File: src/rtl/tinyqv_gpio_irq.sv
// GPIO outputs with atomic set/clear/toggle, synchronised inputs and per-pin edge/level interrupts.
// Optional input debounce filter built when GPIO_DEBOUNCE_EN is defined.
module tinyqv_gpio_irq #(
  parameter int          NUM_OUT         = 8,
  parameter int          NUM_IN          = 4,
  parameter logic [27:0] BASE_ADDR       = 28'h8000000,
  parameter int          SYNC_STAGES     = 2,
  parameter int          DEBOUNCE_CYCLES = 16
) (
  input  logic              clk,
  input  logic              rstn,
  input  logic [27:0]       addr,
  input  logic [1:0]        write_n,
  input  logic [1:0]        read_n,
  input  logic [31:0]       data_in,
  output logic [31:0]       data_out,
  output logic              hit,
  output logic              data_ready,
  input  logic [NUM_IN-1:0] gpio_in,
  output logic [NUM_OUT-1:0] gpio_out,
  output logic              irq,
  output logic [NUM_IN-1:0] irq_vec
);

  localparam int MODE_W = 2 * NUM_IN;

  typedef enum logic [2:0] {
    REG_OUT  = 3'd0,
    REG_IN   = 3'd1,
    REG_SET  = 3'd2,
    REG_CLR  = 3'd3,
    REG_TGL  = 3'd4,
    REG_EN   = 3'd5,
    REG_PEND = 3'd6,
    REG_MODE = 3'd7
  } regSel_e;

  logic [NUM_OUT-1:0] out_q, out_d;
  logic [NUM_IN-1:0]  en_q, en_d;
  logic [NUM_IN-1:0]  pend_q, pend_d;
  logic [MODE_W-1:0]  mode_q, mode_d;
  logic [NUM_IN-1:0]  prev_q;
  logic [SYNC_STAGES-1:0][NUM_IN-1:0] sync_q;

  logic [NUM_IN-1:0] syncRaw, filt;
  logic [NUM_IN-1:0] levelSet, edgeSet, w1c;
  logic [31:0]       wrMask, wrData, rdData;
  logic              wrEn;
  regSel_e           regSel;
  logic              unused_ok;

  assign hit        = (addr[27:5] == BASE_ADDR[27:5]);
  assign regSel     = regSel_e'(addr[4:2]);
  assign wrEn       = hit && (write_n != 2'b11);
  assign wrData     = data_in & wrMask;
  assign data_ready = 1'b1;
  assign unused_ok  = &{1'b0, addr[1:0], read_n};

  always_comb begin
    case (write_n)
      2'b00:   wrMask = 32'h0000_00FF;
      2'b01:   wrMask = 32'h0000_FFFF;
      2'b10:   wrMask = 32'hFFFF_FFFF;
      default: wrMask = 32'h0000_0000;
    endcase
  end

  always_ff @(posedge clk or negedge rstn) begin
    if (!rstn) begin
      sync_q <= '0;
    end else begin
      sync_q[0] <= gpio_in;
      for (int s = 1; s < SYNC_STAGES; s++) sync_q[s] <= sync_q[s-1];
    end
  end

  assign syncRaw = sync_q[SYNC_STAGES-1];

`ifdef GPIO_DEBOUNCE_EN
  localparam int CNT_W = $clog2(DEBOUNCE_CYCLES + 1);

  logic [NUM_IN-1:0] filt_q;
  logic [CNT_W-1:0]  cnt_q [NUM_IN];

  // Counter tracks consecutive cycles where the raw input disagrees with the filtered value.
  always_ff @(posedge clk or negedge rstn) begin
    if (!rstn) begin
      filt_q <= '0;
      for (int i = 0; i < NUM_IN; i++) cnt_q[i] <= '0;
    end else begin
      for (int i = 0; i < NUM_IN; i++) begin
        if (syncRaw[i] == filt_q[i]) begin
          cnt_q[i] <= '0;
        end else if (cnt_q[i] == CNT_W'(DEBOUNCE_CYCLES - 1)) begin
          filt_q[i] <= syncRaw[i];
          cnt_q[i]  <= '0;
        end else begin
          cnt_q[i] <= cnt_q[i] + CNT_W'(1);
        end
      end
    end
  end

  assign filt = filt_q;
`else
  assign filt = syncRaw;
`endif

  always_comb begin
    levelSet = '0;
    edgeSet  = '0;
    for (int i = 0; i < NUM_IN; i++) begin
      case (mode_q[2*i +: 2])
        2'b00:   levelSet[i] = filt[i];
        2'b01:   edgeSet[i]  = filt[i] & ~prev_q[i];
        2'b10:   edgeSet[i]  = ~filt[i] & prev_q[i];
        default: edgeSet[i]  = filt[i] ^ prev_q[i];
      endcase
    end
  end

  always_comb begin
    out_d  = out_q;
    en_d   = en_q;
    mode_d = mode_q;
    w1c    = '0;
    if (wrEn) begin
      case (regSel)
        REG_OUT:  out_d  = NUM_OUT'((32'(out_q) & ~wrMask) | wrData);
        REG_SET:  out_d  = out_q | NUM_OUT'(wrData);
        REG_CLR:  out_d  = out_q & ~NUM_OUT'(wrData);
        REG_TGL:  out_d  = out_q ^ NUM_OUT'(wrData);
        REG_EN:   en_d   = NUM_IN'((32'(en_q) & ~wrMask) | wrData);
        REG_PEND: w1c    = NUM_IN'(wrData);
        REG_MODE: mode_d = MODE_W'((32'(mode_q) & ~wrMask) | wrData);
        default:  ;
      endcase
    end
  end

  // Edge events beat a same-cycle clear; a level request is held off for the clear cycle so
  // software sees the bit drop for one cycle before a still-high pin re-asserts it.
  assign pend_d = (pend_q & ~w1c) | (edgeSet & en_q) | (levelSet & en_q & ~w1c);

  always_ff @(posedge clk or negedge rstn) begin
    if (!rstn) begin
      out_q  <= '0;
      en_q   <= '0;
      pend_q <= '0;
      mode_q <= '0;
      prev_q <= '0;
    end else begin
      out_q  <= out_d;
      en_q   <= en_d;
      pend_q <= pend_d;
      mode_q <= mode_d;
      prev_q <= filt;
    end
  end

  always_comb begin
    case (regSel)
      REG_OUT:  rdData = 32'(out_q);
      REG_IN:   rdData = 32'(filt);
      REG_EN:   rdData = 32'(en_q);
      REG_PEND: rdData = 32'(pend_q);
      REG_MODE: rdData = 32'(mode_q);
      default:  rdData = 32'h0;
    endcase
  end

  assign data_out = hit ? rdData : 32'h0;
  assign gpio_out = out_q;
  assign irq_vec  = pend_q & en_q;
  assign irq      = |irq_vec;

endmodule

File: config.mk
export PLATFORM = sky130hd
export DESIGN_NAME = tinyqv_gpio_irq
export DESIGN_NICKNAME = d
export VERILOG_FILES = /design/src/rtl/tinyqv_gpio_irq.sv
export SDC_FILE = /design/constraint.sdc
export NUM_CORES = 1
export LEC_CHECK = 0
export ABC_AREA = 1
export CAP_MARGIN = 20
export CORE_UTILIZATION = 42
export CTS_BUF_LIST = sky130_fd_sc_hd__clkbuf_16
export DETAILED_ROUTE_END_ITERATION = 10
export GPL_TIMING_DRIVEN = 0
export PLACE_DENSITY = 0.8
export SYNTH_ARGS = -nofsm -noshare
export SYNTH_HDL_FRONTEND = slang
export SYNTH_SLANG_ARGS = --single-unit
File: constraint.sdc
create_clock -name clk -period 1.7 [get_ports clk]
set_input_delay 0.34 -clock clk [delete_from_list [all_inputs] [get_ports clk]]
set_output_delay 0.34 -clock clk [all_outputs]
set_load 0.01 [all_outputs]
**Run 1: routing congestion map**

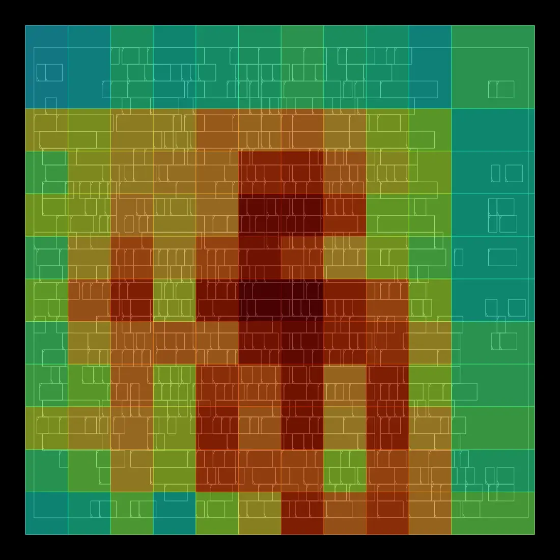
met3 usage: 0.03956
Core Util, Final: 0.6661
GR Util met1: 0.3097

**Run 1: nets reached from selected ports**

Scale bar: 20 microns.
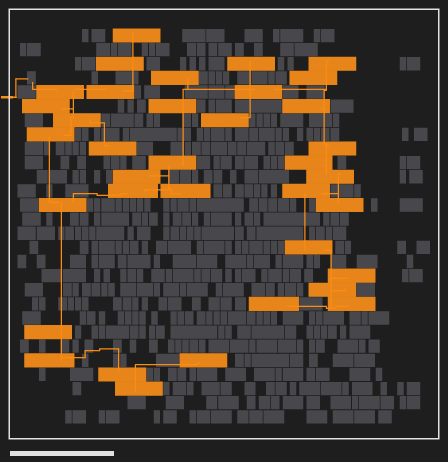
| color | port | bits | direction | edge | end cells | wire |
|---|---|---|---|---|---|---|
| orange | rstn | 1 | input | west | 36 | 292 microns |
port buffer count: 62
IO Count: 117

**Run 1: met1 routing**

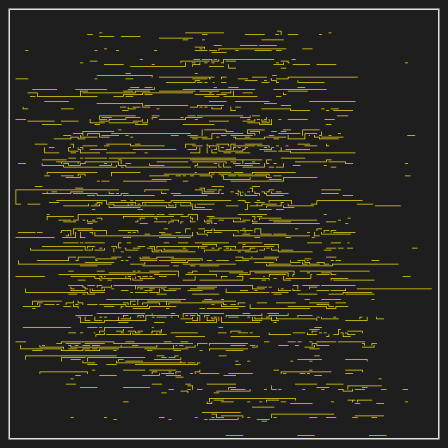
main direction: horizontal
share of all routed wire: 36%
wire length on this layer: 3,140 microns
nets with wire on the layer: 517

## run 1: critical path, delay by kind of cell (launching register included)
| kind | cells | cell delay [ps] |
|---|---|---|
| buffers and inverters | 2 | 300 |
| AND/OR/NAND/NOR | 1 | 90 |
| AND-OR/OR-AND | 3 | 370 |
| flip-flops | 1 | 380 |
## run 1: power by group through the flow
stage | clock network [mW] | registers [mW] | logic (mW)
final | 1.09 | 0.881 | 0.417
after global routing | 1.12 | 0.883 | 0.455
after CTS | 1.08 | 0.881 | 0.352
after detailed placement | 0 | 0.897 | 0.339
after global placement | 0 | 0.896 | 0.332
after floorplan | 0 | 0.894 | 0.185
## run 1: cells by family after synthesis
family / Yosys count
other cells: 2
simple gates: 234
buf+inv: 75
fa+ha+maj: 16
flops: 36
compound gates: 40
==> impl_metrics.csv, run 1 <==
group,metric,value,unit
finish,drive_gt1_frac,0.3025,
synthesis,synth.logic.top_family,"simple AND/OR/NAND/NOR gates",
finish,syn2layout_area_growth,49.40,%
synthesis,synthXorXnorAreaFrac,0,
grt,busiest_layer,"met2",
grt,grt_antenna_before_repair,0,
finish,comb_area,1703,sq um
timing,final.setup.worst_slack,-61.98,ps
die,fp_util,0.4458,
routing,antenna_left,0,
finish,fin_nets,604,
finish,finalInstanceArea,4060,sq um
finish,nonClockBufferCount,115,
timing,grt_setup_unrepaired,"yes",
cts,clockBufferDepth,2,
synthesis,synthDominantAreaCellType,"dfrtp_1",
worst_setup_path,cp-end-kind,"primary output",
die,taps,75,
power_and_ir_drop,irDropWorstVdd,0.0004694,V
synthesis,ys_sh_mux,0,
grt,grt_max_degree,37,
die,die-area,6796,sq um
cts,clock_latency,290,ps
placement,place_congestion,0.9448,
worst_setup_path,path_class,"flop to primary output",
cts,cts_resized,176,
synthesis,ys_ff,36,
die,die_h,82.44,microns
worst_setup_path,cpMaxStageDelayCell,"dfrtp_1",
cts,cts_setup_buffers,15,
worst_setup_path,r2r_start,"filt[2]$_DFF_PN0_",
cts,clk_pin_slew,60,ps
placement,dp_hpwl,5.612,mm
hold_path,min_path_type,"primary input to async pin",
timing,finalSetupViolCount,3,
synthesis,netlist_instances,403,
cts,cts_tree,"built",
synthesis,ys_top_cells_by_count,"nand2_1, nand3_1, inv_1, nor2_1, dfrtp_1",
die,placementRows,28,
routing,dr_wl_met2,4.499,mm
worst_setup_path,cpPeakStageDelay,380,ps
power_and_ir_drop,power.total,2.389,mW
grt,first_global_vias,2871,
power_and_ir_drop,power_frac_comb,0.175,
placement,postPlaceCellArea,3513,sq um
timing,fin_tns_setup,-83.70,ps
timing,worst_pin_slew,831.0,ps
cts,root_buffer,"clkbuf_16",
finish,seq_area,905.9,sq um
timing,fmax,567.5,MHz
routing,wire_per_inst,14.51,microns
finish,largestClassByArea,"combinational gates",
finish,clk_share,0.04222,
finish,comb_cells,315,
finish,lay_top_count,"nand2_1",
routing,top_layer,"met4",
finish,nFillCells,485,
synthesis,flop_cell,"dfrtp_1",
job,warning_count,59,
die,dieWidth,82.44,microns
status,status,"finished with violations",
finish,seq_share,0.2231,
placement,dp_cells,563,
finish,clkbuf_count,5,
worst_setup_path,cp.required,1360,ps
status,violations,"setup timing",
synthesis,area_leaders,"dfrtp_1, nand2_1, nand3_1",
worst_setup_path,cp-start-kind,"flop",
timing,finalMaxSlewViolations,0,
synthesis,synthArstFlopShare,1.000,
worst_setup_path,rrSetupSlack,270,ps
power_and_ir_drop,p_int,1.761,mW
timing,max_slew_margin,0.4460,
worst_setup_path,crit_fanout,4,
timing,hold_viol_final,0,
power_and_ir_drop,swShare,0.2631,
finish,seq_cell_count,36,
cts,hold_buffers,0,
synthesis,ys_area,2718,sq um
power_and_ir_drop,p_sw,628.6,uW
synthesis,avgSynthCellArea,6.743,sq um
routing,vias,3106,
routing,wl_met3,688,microns
synthesis,synth.most_common_cell,"nand2_1",
cts,cts_sinks,36,
routing,viasPerCell,5.229,
finish,sh_comb_area,0.4194,
synthesis,ys_warn_count,0,
synthesis,yosysUniqueCellTypes,22,
finish,final-instance-count-excl-fill,594,
worst_setup_path,crit_arrival,1420,ps
## Run 2: what changed since run 1
Settings changed: CORE_UTILIZATION 42 to 43, PLACE_DENSITY 0.8 to 0.81.
**Run 2: clock network drawn from the DEF**

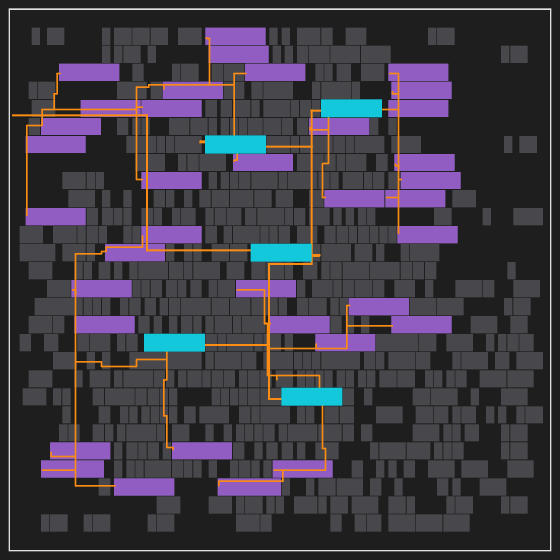
[orange] clock wires | length: 511 microns
[purple] flip-flops | count: 36
[cyan] cells driving clock nets | count: 5
flops lie: widely spread

**Run 2: nets reached from selected ports**

Scale bar: 20 microns.
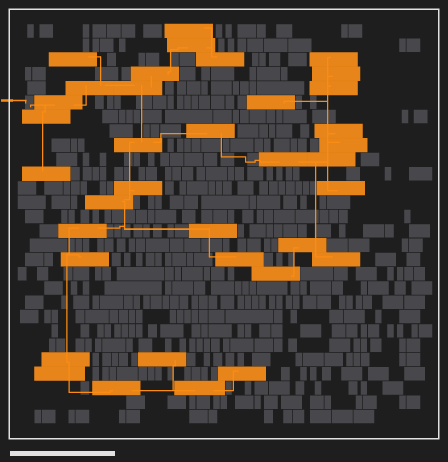
| color | port | bits | direction | edge | end cells | wire |
|---|---|---|---|---|---|---|
| orange | rstn | 1 | input | west | 36 | 299 microns |

==> run 2 against run 1 <==
Compared with the run above:
- the run still ends with setup timing left
- count of clock-buffer cells in the layout unchanged
- register-to-register slack got worse by 20 ps
- sequential cell count unchanged
- critical endpoint is now data_out[1]
- largest cell class unchanged
- largest power group unchanged
==> impl_metrics.csv, run 2 <==
group,metric,value,unit
status,status,"finished with violations",
status,violations,"setup timing",
routing,drt_wl_total,8.807,mm
placement,place_ws,-1116,ps
timing,grt_setup_unrepaired,"yes",
synthesis,synthDominantAreaCellType,"dfrtp_1",
timing,fin_tns_setup,-94.34,ps
routing,wl_met3,652,microns
synthesis,ys_ff,36,
finish,comb_area,1703,sq um
power_and_ir_drop,power_density,578.2,nW/um^2
die,ios,117,
timing,max_slew_margin,0.4421,
cts,root_buffer,"clkbuf_16",
cts,clk_pin_slew,60,ps
timing,fmax,578.5,MHz
cts,cts_tree,"built",
cts,cts_resized,159,
finish,clkbuf_count,5,
worst_setup_path,cp.required,1360,ps
finish,drive_gt1_frac,0.3073,
worst_setup_path,crit_fanout,6,
synthesis,netlist_instances,403,
worst_setup_path,crit_family,"buffers and inverters",
finish,seq_share,0.2205,
routing,drc_errors,0,
timing,finalMaxSlewViolations,0,
cts,clockBufferDepth,2,
worst_setup_path,cp_num_buf_inv,5,
finish,fin_util,0.6798,
synthesis,synth-cells-yosys,403,
synthesis,synth.most_common_cell,"nand2_1",
cts,hold_buffers,0,
routing,vias,3128,
placement,io_buffer_count,62,
placement,place_congestion,0.9197,
worst_setup_path,cp-start-kind,"primary input",
worst_setup_path,cpMaxStageDelayCell,"o21ai_4",
timing,hold_viol_final,0,
power_and_ir_drop,power.total,2.369,mW
routing,drt_iter0_markers,244,
die,placementRows,28,
finish,final-instance-count-excl-fill,599,
routing,top_layer,"met4",
die,die-area,6642,sq um
worst_setup_path,r2r_start,"filt[2]$_DFF_PN0_",
synthesis,yosysUniqueCellTypes,22,
power_and_ir_drop,irDropWorstVdd,0.0004145,V
routing,dr_wl_met2,4.598,mm
worst_setup_path,crit_arrival,1390,ps
synthesis,ys_area,2718,sq um
worst_setup_path,crit_start,"addr[4]",
placement,dp_cells,563,
finish,syn2layout_area_growth,50.74,%
finish,sh_comb_area,0.4157,
grt,grt_max_degree,37,
placement,postPlaceCellArea,3513,sq um
finish,lay_top_count,"nand2_1",
finish,seq_cell_count,36,
grt,grt_antenna_before_repair,0,
finish,comb_cells,315,
cts,cts_setup_buffers,16,
routing,antenna_left,0,
finish,diodes,0,
worst_setup_path,cpPeakStageDelay,240,ps
finish,finalInstanceArea,4096,sq um
die,taps,75,
synthesis,ys_warn_count,0,
synthesis,avgSynthCellArea,6.743,sq um
routing,wire_per_inst,14.70,microns
synthesis,ys_top_cells_by_count,"nand2_1, nand3_1, inv_1, nor2_1, dfrtp_1",
grt,first_global_vias,2891,
grt,grtUsageTotal,0.2570,
synthesis,area_leaders,"dfrtp_1, nand2_1, nand3_1",
grt,busiest_layer,"met2",
synthesis,synthArstFlopShare,1.000,
synthesis,flop_cell,"dfrtp_1",
die,die_h,81.50,microns
die,fp_util,0.4510,
finish,clk_share,0.04093,
grt,grtUsageMet1,0.3025,
worst_setup_path,path_class,"primary input to primary output",
cts,clock_latency,280,ps
finish,nonClockBufferCount,120,
finish,fin_nets,609,
worst_setup_path,path_depth,8,
placement,dp_hpwl,5.555,mm
finish,nFillCells,504,
die,dieWidth,81.50,microns
cts,cts_sinks,36,
routing,viasPerCell,5.222,
job,warning_count,60,
timing,finalSetupViolCount,4,
worst_setup_path,rrSetupSlack,250,ps
grt,use_met3,0.04333,
timing,worst_pin_slew,836.9,ps
worst_setup_path,cp-end-kind,"primary output",
timing,final.setup.worst_slack,-28.74,ps
finish,largestClassByArea,"combinational gates",
==> run 2: netlist changes by cell type in the layout (fill, tap and decap cells not counted), moves of 2 or more <==
| cell | change |
|---|---|
| dfrtp_1 | +2 |
| nand2_1 | +2 |
| o21ai_1 | +2 |
| nand3_2 | +2 |
| clkbuf_2 | +3 |
| nand2_2 | -2 |
| dfrtp_2 | -2 |
| o21ai_0 | -3 |
| buf_6 | +3 |
==> run 2: cells by family after synthesis <==
family | synth area share
buffers and inverters | 0.1413
other | 0.002763
adder cells (fa/ha/maj) | 0.07366
flip-flops | 0.3315
AND/OR/NAND/NOR | 0.3711
AND-OR/OR-AND | 0.07965
==> run 2: where the power goes <==
group,internal (mW),switching [mW]
clock network,0.688,0.368
registers,0.872,0.0102
logic,0.200,0.230
No activity file was given, so power comes from the tool's default toggle rates.
